[config.mk]
export PLATFORM = sky130hd
export DESIGN_NAME = ps2_rx_fifo
export DESIGN_NICKNAME = d
export VERILOG_FILES = /design/src/rtl/ps2_pkg.sv /design/src/rtl/ps2_sync_fifo.sv /design/src/rtl/ps2_rx_fifo.sv
export SDC_FILE = /design/constraint.sdc
export NUM_CORES = 1
export LEC_CHECK = 0
export CAP_MARGIN = 20
export CORE_ASPECT_RATIO = 0.6
export CORE_MARGIN = 4
export CORE_UTILIZATION = 60
export DETAILED_ROUTE_END_ITERATION = 7
export PLACE_DENSITY_LB_ADDON = 0.15
export SLEW_MARGIN = 20
export SYNTH_ARGS = -nofsm -noshare
export SYNTH_HDL_FRONTEND = slang
export SYNTH_SLANG_ARGS = --single-unit
[constraint.sdc]
create_clock -name clk -period 14.04 [get_ports clk]
set_input_delay 2.106 -clock clk [delete_from_list [all_inputs] [get_ports clk]]
set_output_delay 2.106 -clock clk [all_outputs]
set_load 0.05 [all_outputs]
[src/rtl/ps2_pkg.sv]
// Shared types and frame constants for the PS/2 receive path.
package ps2_pkg;

  typedef enum logic [1:0] {
    StIdle,
    StData,
    StParity,
    StStop
  } ps2_state_e;

  localparam logic        START_BIT  = 1'b0;
  localparam logic        STOP_BIT   = 1'b1;
  localparam int unsigned FRAME_BITS = 11;

endpackage

[src/rtl/ps2_sync_fifo.sv]
// Generic show-ahead FIFO: head entry is always visible on pop_data.
module ps2_sync_fifo #(
  parameter int unsigned WIDTH = 8,
  parameter int unsigned DEPTH = 16,
  parameter int unsigned CNT_W = $clog2(DEPTH) + 1
) (
  input  logic             clk,
  input  logic             reset,
  input  logic             push,
  input  logic [WIDTH-1:0] push_data,
  input  logic             pop,
  output logic [WIDTH-1:0] pop_data,
  output logic [CNT_W-1:0] count,
  output logic             full,
  output logic             empty
);

  localparam int unsigned AW = $clog2(DEPTH);

  logic [WIDTH-1:0] mem_q [DEPTH];
  logic [AW-1:0]    wr_ptr_q, rd_ptr_q;
  logic [CNT_W-1:0] count_q;
  logic             do_push, do_pop;

  assign empty    = (count_q == '0);
  assign full     = (count_q == CNT_W'(DEPTH));
  assign do_pop   = pop & ~empty;
  // A pop frees the head slot on the same edge, so a push at full is still accepted.
  assign do_push  = push & (~full | do_pop);
  assign pop_data = mem_q[rd_ptr_q];
  assign count    = count_q;

  always_ff @(posedge clk or posedge reset) begin
    if (reset) begin
      wr_ptr_q <= '0;
      rd_ptr_q <= '0;
      count_q  <= '0;
      for (int i = 0; i < int'(DEPTH); i++) begin
        mem_q[i] <= '0;
      end
    end else begin
      if (do_push) begin
        mem_q[wr_ptr_q] <= push_data;
        wr_ptr_q        <= wr_ptr_q + AW'(1);
      end
      if (do_pop) begin
        rd_ptr_q <= rd_ptr_q + AW'(1);
      end
      if (do_push && !do_pop) begin
        count_q <= count_q + CNT_W'(1);
      end else if (!do_push && do_pop) begin
        count_q <= count_q - CNT_W'(1);
      end
    end
  end

endmodule

[src/rtl/ps2_rx_fifo.sv]
// PS/2 device-to-host receiver: sync + deglitch, 11-bit framing with checks,
// bit-gap timeout, and a show-ahead byte FIFO behind valid/ready.
module ps2_rx_fifo
  import ps2_pkg::*;
#(
  parameter int unsigned FILTER_LEN     = 8,
  parameter int unsigned TIMEOUT_CYCLES = 5000,
  parameter int unsigned FIFO_DEPTH     = 16,
  parameter int unsigned CNT_W          = $clog2(FIFO_DEPTH) + 1
) (
  input  logic             clk,
  input  logic             reset,
  input  logic             ps2_clock,
  input  logic             ps2_data,
  output logic             code_valid,
  output logic [7:0]       code_data,
  input  logic             code_ready,
  output logic [CNT_W-1:0] fifo_count,
  output logic             parity_err,
  output logic             frame_err,
  output logic             timeout_err,
  output logic             overflow
);

  localparam int unsigned FW = $clog2(FILTER_LEN + 1);
  localparam int unsigned TW = $clog2(TIMEOUT_CYCLES + 1);

  logic [1:0]    clk_sync_q, dat_sync_q;
  logic          filt_q, filt_d;
  logic [FW-1:0] flt_cnt_q, flt_cnt_d;
  logic          fall, data_s;

  ps2_state_e    state_q, state_d;
  logic [2:0]    bit_idx_q, bit_idx_d;
  logic [7:0]    rx_byte_q, rx_byte_d;
  logic          par_ok_q, par_ok_d;
  logic [TW-1:0] tmo_cnt_q, tmo_cnt_d;
  logic          parity_err_d, frame_err_d, timeout_err_d, overflow_d;

  logic          fifo_push, fifo_pop, fifo_full, fifo_empty;

  assign data_s = dat_sync_q[1];

  // Filtered clock moves only after FILTER_LEN consecutive disagreeing samples.
  always_comb begin
    filt_d    = filt_q;
    flt_cnt_d = '0;
    if (clk_sync_q[1] != filt_q) begin
      if (flt_cnt_q == FW'(FILTER_LEN - 1)) begin
        filt_d = clk_sync_q[1];
      end else begin
        flt_cnt_d = flt_cnt_q + FW'(1);
      end
    end
  end

  assign fall = filt_q & ~filt_d;

  always_ff @(posedge clk or posedge reset) begin
    if (reset) begin
      clk_sync_q <= 2'b11;
      dat_sync_q <= 2'b11;
      filt_q     <= 1'b1;
      flt_cnt_q  <= '0;
    end else begin
      clk_sync_q <= {clk_sync_q[0], ps2_clock};
      dat_sync_q <= {dat_sync_q[0], ps2_data};
      filt_q     <= filt_d;
      flt_cnt_q  <= flt_cnt_d;
    end
  end

  assign fifo_pop   = code_valid & code_ready;
  assign code_valid = ~fifo_empty;

  always_comb begin
    state_d       = state_q;
    bit_idx_d     = bit_idx_q;
    rx_byte_d     = rx_byte_q;
    par_ok_d      = par_ok_q;
    tmo_cnt_d     = tmo_cnt_q;
    fifo_push     = 1'b0;
    parity_err_d  = 1'b0;
    frame_err_d   = 1'b0;
    timeout_err_d = 1'b0;
    overflow_d    = 1'b0;
    // A fall on the terminal-count cycle takes precedence over the timeout.
    if (fall) begin
      tmo_cnt_d = '0;
      unique case (state_q)
        StIdle: begin
          if (data_s == START_BIT) begin
            state_d   = StData;
            bit_idx_d = '0;
          end else begin
            frame_err_d = 1'b1;
          end
        end
        StData: begin
          rx_byte_d[bit_idx_q] = data_s;
          if (bit_idx_q == 3'd7) begin
            state_d = StParity;
          end else begin
            bit_idx_d = bit_idx_q + 3'd1;
          end
        end
        StParity: begin
          par_ok_d = data_s ^ (^rx_byte_q);
          state_d  = StStop;
        end
        StStop: begin
          state_d = StIdle;
          if (data_s != STOP_BIT) begin
            frame_err_d = 1'b1;
          end else if (!par_ok_q) begin
            parity_err_d = 1'b1;
          end else begin
            fifo_push  = 1'b1;
            overflow_d = fifo_full & ~fifo_pop;
          end
        end
        default: state_d = StIdle;
      endcase
    end else if (state_q == StIdle) begin
      tmo_cnt_d = '0;
    end else if (tmo_cnt_q == TW'(TIMEOUT_CYCLES - 1)) begin
      state_d       = StIdle;
      bit_idx_d     = '0;
      tmo_cnt_d     = '0;
      timeout_err_d = 1'b1;
    end else begin
      tmo_cnt_d = tmo_cnt_q + TW'(1);
    end
  end

  always_ff @(posedge clk or posedge reset) begin
    if (reset) begin
      state_q     <= StIdle;
      bit_idx_q   <= '0;
      rx_byte_q   <= '0;
      par_ok_q    <= 1'b0;
      tmo_cnt_q   <= '0;
      parity_err  <= 1'b0;
      frame_err   <= 1'b0;
      timeout_err <= 1'b0;
      overflow    <= 1'b0;
    end else begin
      state_q     <= state_d;
      bit_idx_q   <= bit_idx_d;
      rx_byte_q   <= rx_byte_d;
      par_ok_q    <= par_ok_d;
      tmo_cnt_q   <= tmo_cnt_d;
      parity_err  <= parity_err_d;
      frame_err   <= frame_err_d;
      timeout_err <= timeout_err_d;
      overflow    <= overflow_d;
    end
  end

  ps2_sync_fifo #(
    .WIDTH(8),
    .DEPTH(FIFO_DEPTH),
    .CNT_W(CNT_W)
  ) u_fifo (
    .clk      (clk),
    .reset    (reset),
    .push     (fifo_push),
    .push_data(rx_byte_q),
    .pop      (fifo_pop),
    .pop_data (code_data),
    .count    (fifo_count),
    .full     (fifo_full),
    .empty    (fifo_empty)
  );

endmodule

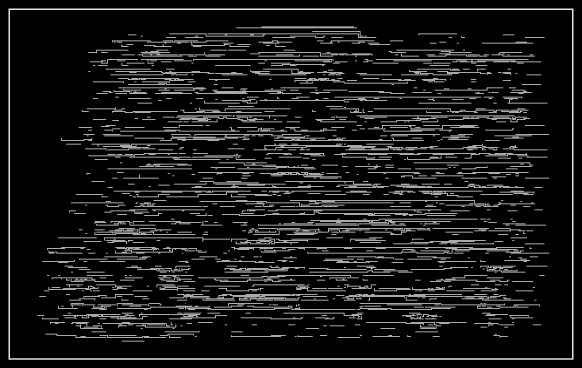
*M1 wires, run 1*
main direction: horizontal
longest straight run: 67.6 um

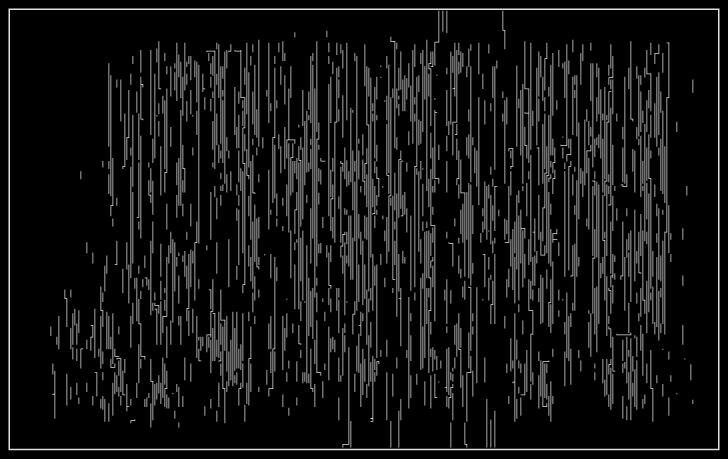
*Metal 2, run 1*
longest straight run: 58.5 um
nets with wire on the layer: 555

==> results.py, run 1 <==
# Synthesis and PnR figures
metrics = {
    "sta": {
        "finalWorstSetupSlack_ns": 8.78,
        "hold_violations": 0,
        "worst_clock_skew_ns": 0.0146,
    },
    "layout": {
        "antennaDiodeCount": 0,
        "fin_cells": 807,
        "layout_top_cell": "dfrtp_1",
        "fin_area_sq_um": 9530,
        "drive_gt1_share_pct": 39.3,
    },
    "global_route": {
        "grt.busiest_layer": "met2",
        "use_met3_pct": 4.58,
    },
    "job": {
        "tool_warnings": 32,
    },
    "clocking": {
        "ctsLongestPathBuffers": 2,
        "clock_sinks": 181,
        "clkTransAtPathRegs_ns": 0.07,
        "worstSkewPairLatency_ns": 0.43,
        "cts_tree": "yes",
    },
    "worst_setup_path": {
        "crit_path_end_kind": "output port",
    },
    "floorplanning": {
        "fp.coreArea_sq_um": 13900,
        "io_pins": 23,
    },
    "logic_synthesis": {
        "top_cell_area_share_pct": 51.0,
        "fp_nets": 619,
    },
    "outcome": {
        "status": "finished clean",
    },
}
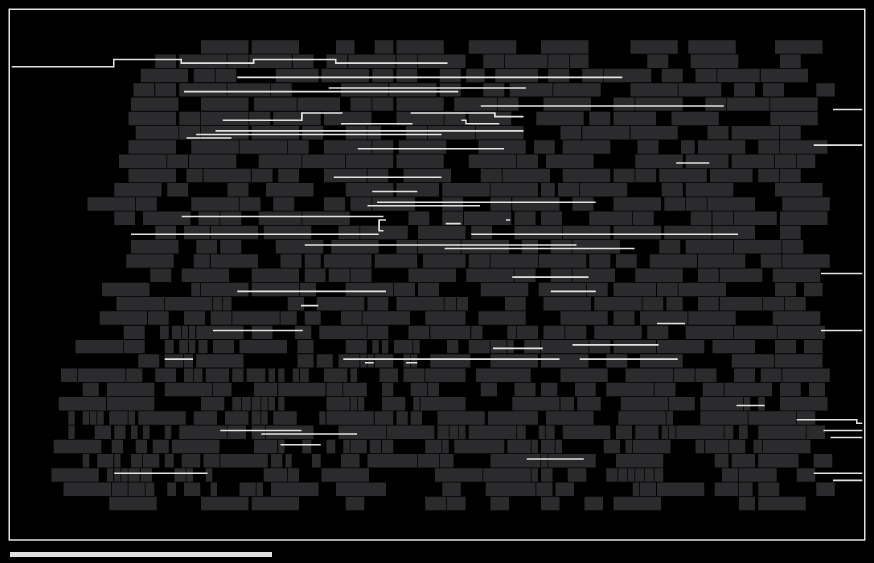
*M3 wires, run 1*
Bar = 50 um. Cells faint in the background.
share of all routed wire: 6.5%
longest straight run: 73.1 um
nets with wire on the layer: 39

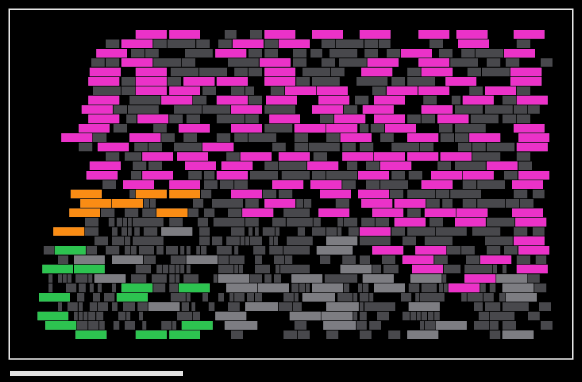
*Register map, names as in the netlist, run 1*
Bar = 50 um. Other sequential cells in the stronger grey, the rest of the logic in the fainter grey.
legend:
  `u_fifo.mem_q`:
    colour: magenta
    placed_flops: 128
  `rx_byte_q`:
    colour: orange
    placed_flops: 8
    where: west
  `tmo_cnt_q`:
    colour: green
    placed_flops: 13
    where: south-west

run 1: registers in the layout, indices dropped and copies added, names as in the netlist:
signal,flops
u_fifo.mem_q,128
tmo_cnt_q,13
rx_byte_q,8
u_fifo.count,5
flt_cnt_q,4
u_fifo.rd_ptr_q,4
u_fifo.wr_ptr_q,4
bit_idx_q,3
clk_sync_q,2
dat_sync_q,2
state_q,2
filt_q,1
frame_err,1
overflow,1
par_ok_q,1
parity_err,1
timeout_err,1
run 1: area by class of cell:
cell class	count	share of cell area [%]
clock buffer	20	4.79
clock inverter	12	1.14
inverter	10	0.447
multi-input combinational	368	40.9
sequential	181	47.6
tap	192	2.52
timing repair buffer	24	2.51
run 1: critical path: stages (launching register included):
cell             delay (ns)
dfrtp_4                0.87
mux4_2                 0.61
mux4_2                 0.49
clkdlybuf4s50_1        0.74
run 1: worst paths after layout:
check	endpoint	slack (ns)	depth (start not counted)
worst max-delay path	code_data[4]	8.78	3
worst min-delay path	clk_sync_q[1]$_DFF_PP1_	0.36	0
worst max register to register	u_fifo.count[4]$_DFFE_PP0P_	10.92	13
worst min register to register	clk_sync_q[1]$_DFF_PP1_	0.36	0
max in group asynchronous	u_fifo.rd_ptr_q[0]$_DFFE_PP0P_	10.50	3
min in group asynchronous	u_fifo.mem_q[127]$_DFFE_PP0P_	2.24	2
run 1: where the power goes:
part           internal (mW)  switching (mW)  total (mW)
clock                  0.243           0.212       0.455
sequential             0.528         0.00552       0.533
combinational        0.00774          0.0185      0.0263
run 1: metrics by stage:
| step | hold WS (ns) | util, % |
|---|---|---|
| final | 0.356 | 68.7 |
| after global routing | 0.358 | 68.7 |
| after CTS | 0.357 | 68.6 |
| after detailed placement | 0.347 | 64.5 |
| after global placement | 0.346 | 64.5 |
| after floorplan | 0.345 | - |
--- run 2 (diff from run 1) ---
--- a/config.mk
+++ b/config.mk
@@ -8,7 +8,7 @@
 export CAP_MARGIN = 20
 export CORE_ASPECT_RATIO = 0.6
 export CORE_MARGIN = 4
-export CORE_UTILIZATION = 60
+export CORE_UTILIZATION = 56
 export DETAILED_ROUTE_END_ITERATION = 7
 export PLACE_DENSITY_LB_ADDON = 0.15
 export SLEW_MARGIN = 20
==> constraint.sdc (replaced) <==
create_clock -name clk -period 4.4 [get_ports clk]
set_input_delay 0.66 -clock clk [delete_from_list [all_inputs] [get_ports clk]]
set_output_delay 0.66 -clock clk [all_outputs]
set_load 0.05 [all_outputs]
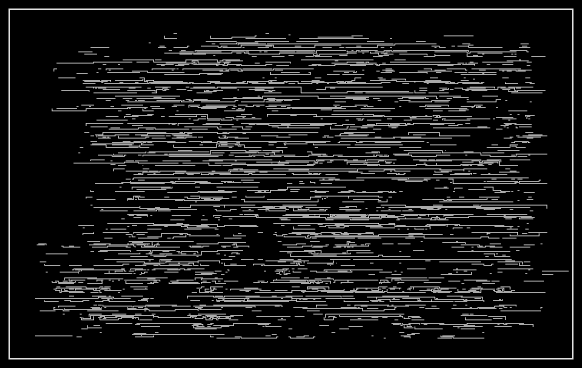
*M1 wires, run 2*
share of all routed wire: 48%
main direction: horizontal
longest straight run: 60.3 um
wire length on this layer: 9,140 um
nets with wire on the layer: 593

==> run 2 against run 1 <==
Against the previous run:
- worst setup slack worse by 8.1 ns
- largest cell class unchanged
- register-to-register slack worse by 9.6 ns
- cell count is 1.4% higher
- clock skew is 0.0011 ns lower
- first-iteration DRC count is 23% higher
- die area is 6.7% higher
- worst hold slack better by 0.0020 ns
==> results.py, run 2 <==
# Synthesis and PnR figures
metrics = {
    "worst_setup_path": {
        "path_max_fanout": 24,
        "cp-start-kind": "flop",
        "cpMostUsedCell": "mux4_2",
        "cp_top_family": "multiplexers",
        "path_buffers": 2,
        "slowest_stage": "clkdlybuf4s50_1",
        "path_cells": "buf_12 > mux4_2 > mux4_2 > clkdlybuf4s50_1",
        "crit_path_end_kind": "output port",
        "slowest_delay_ns": 0.72,
    },
    "layout": {
        "utilization_pct": 65.0,
        "drive_gt1_share_pct": 39.8,
        "layout_top_cell": "dfrtp_1",
        "largest_reg_flops": 128,
        "fin_cells": 818,
        "largest_register": "u_fifo.mem_q",
        "fillerInstances": 1050,
        "final_nets": 630,
        "antennaDiodeCount": 0,
        "reg_top3": "u_fifo.mem_q x128, tmo_cnt_q x13, rx_byte_q x8",
    },
    "power": {
        "power_leakage_nw": 4.41,
        "finalPower_mw": 3.28,
    },
    "placed_design": {
        "place_inst": 785,
    },
    "sta": {
        "finalCriticalPeriod_ns": 3.77,
        "tightest_slew_ns": 0.914,
        "worst_clock_skew_ns": 0.0135,
        "hold_violations": 0,
    },
    "clocking": {
        "ctsLongestPathBuffers": 2,
        "cts_tree": "yes",
        "cts_root_buf": "clkbuf_16",
        "clock_sinks": 181,
        "worstSkewPairLatency_ns": 0.42,
        "clkTransAtPathRegs_ns": 0.08,
        "cts_hold_buf": 0,
        "cts_setup_buffers": 0,
    },
    "worst_hold_path": {
        "hp-class": "reg -> reg",
    },
    "global_route": {
        "use_met3_pct": 7.71,
        "grtUsageTotal_pct": 23.2,
        "grt.busiest_layer": "met1",
    },
    "logic_synthesis": {
        "edf_count": 0,
        "fp_nets": 619,
        "top_cell_area_share_pct": 51.0,
    },
    "floorplanning": {
        "io_pins": 23,
        "fp.coreArea_sq_um": 14800,
        "floorplan.core_util_pct": 58.3,
    },
    "job": {
        "tool_warnings": 32,
    },
    "outcome": {
        "status": "finished clean",
    },
}
## run 2: kinds of logic (layout without fill, tap and decap cells)
family,after synthesis,count (layout),share of synthesized area [%]
compound gates,19,19,1.59
buf+inv,47,71,2.28
flops,181,181,52.5
simple gates,117,117,8.73
xor+xnor,32,32,3.25
mux,182,182,28.9
fa+ha+maj,18,18,2.70
## run 2: report_power, final
| group | internal (mW) | total (mW) | switching, mW |
|---|---|---|---|
| clock | 0.799 | 1.49 | 0.688 |
| sequential | 1.68 | 1.70 | 0.0181 |
| combinational | 0.0303 | 0.0937 | 0.0634 |
## run 2: worst paths after layout
check                                          startpoint                            end  slack, ns  depth (start not counted)
setup / recovery           u_fifo.rd_ptr_q[0]$_DFFE_PP0P_                   code_data[0]       0.63                          4
hold / removal                    dat_sync_q[0]$_DFF_PP1_        dat_sync_q[1]$_DFF_PP1_       0.36                          0
setup reg to reg                   flt_cnt_q[0]$_DFF_PP0_    u_fifo.count[4]$_DFFE_PP0P_       1.36                         13
hold reg to reg                   dat_sync_q[0]$_DFF_PP1_        dat_sync_q[1]$_DFF_PP1_       0.36                          0
max in group asynchronous                           reset   u_fifo.mem_q[95]$_DFFE_PP0P_       2.77                          4
min in group asynchronous                           reset  u_fifo.mem_q[111]$_DFFE_PP0P_       0.56                          2
## run 2: final cells by class
type,instances,area share [%]
clock buffer,18,4.46
sequential,181,47.2
inverter,10,0.429
clock inverter,14,1.48
multi-input combinational,368,40.5
tap,198,2.58
timing repair buffer,29,3.36
## run 2: metrics by stage
step                hold WS (ns)  cell area, sq um  worst slack [ns]
floorplan                  0.345              8640              1.20
global placement           0.345              9030              1.05
detailed placement         0.348              9030              1.03
CTS                        0.359              9600             0.585
global route               0.360              9620             0.476
finish                     0.358              9620             0.630
No activity file was given, so power comes from the tool's default toggle rates.
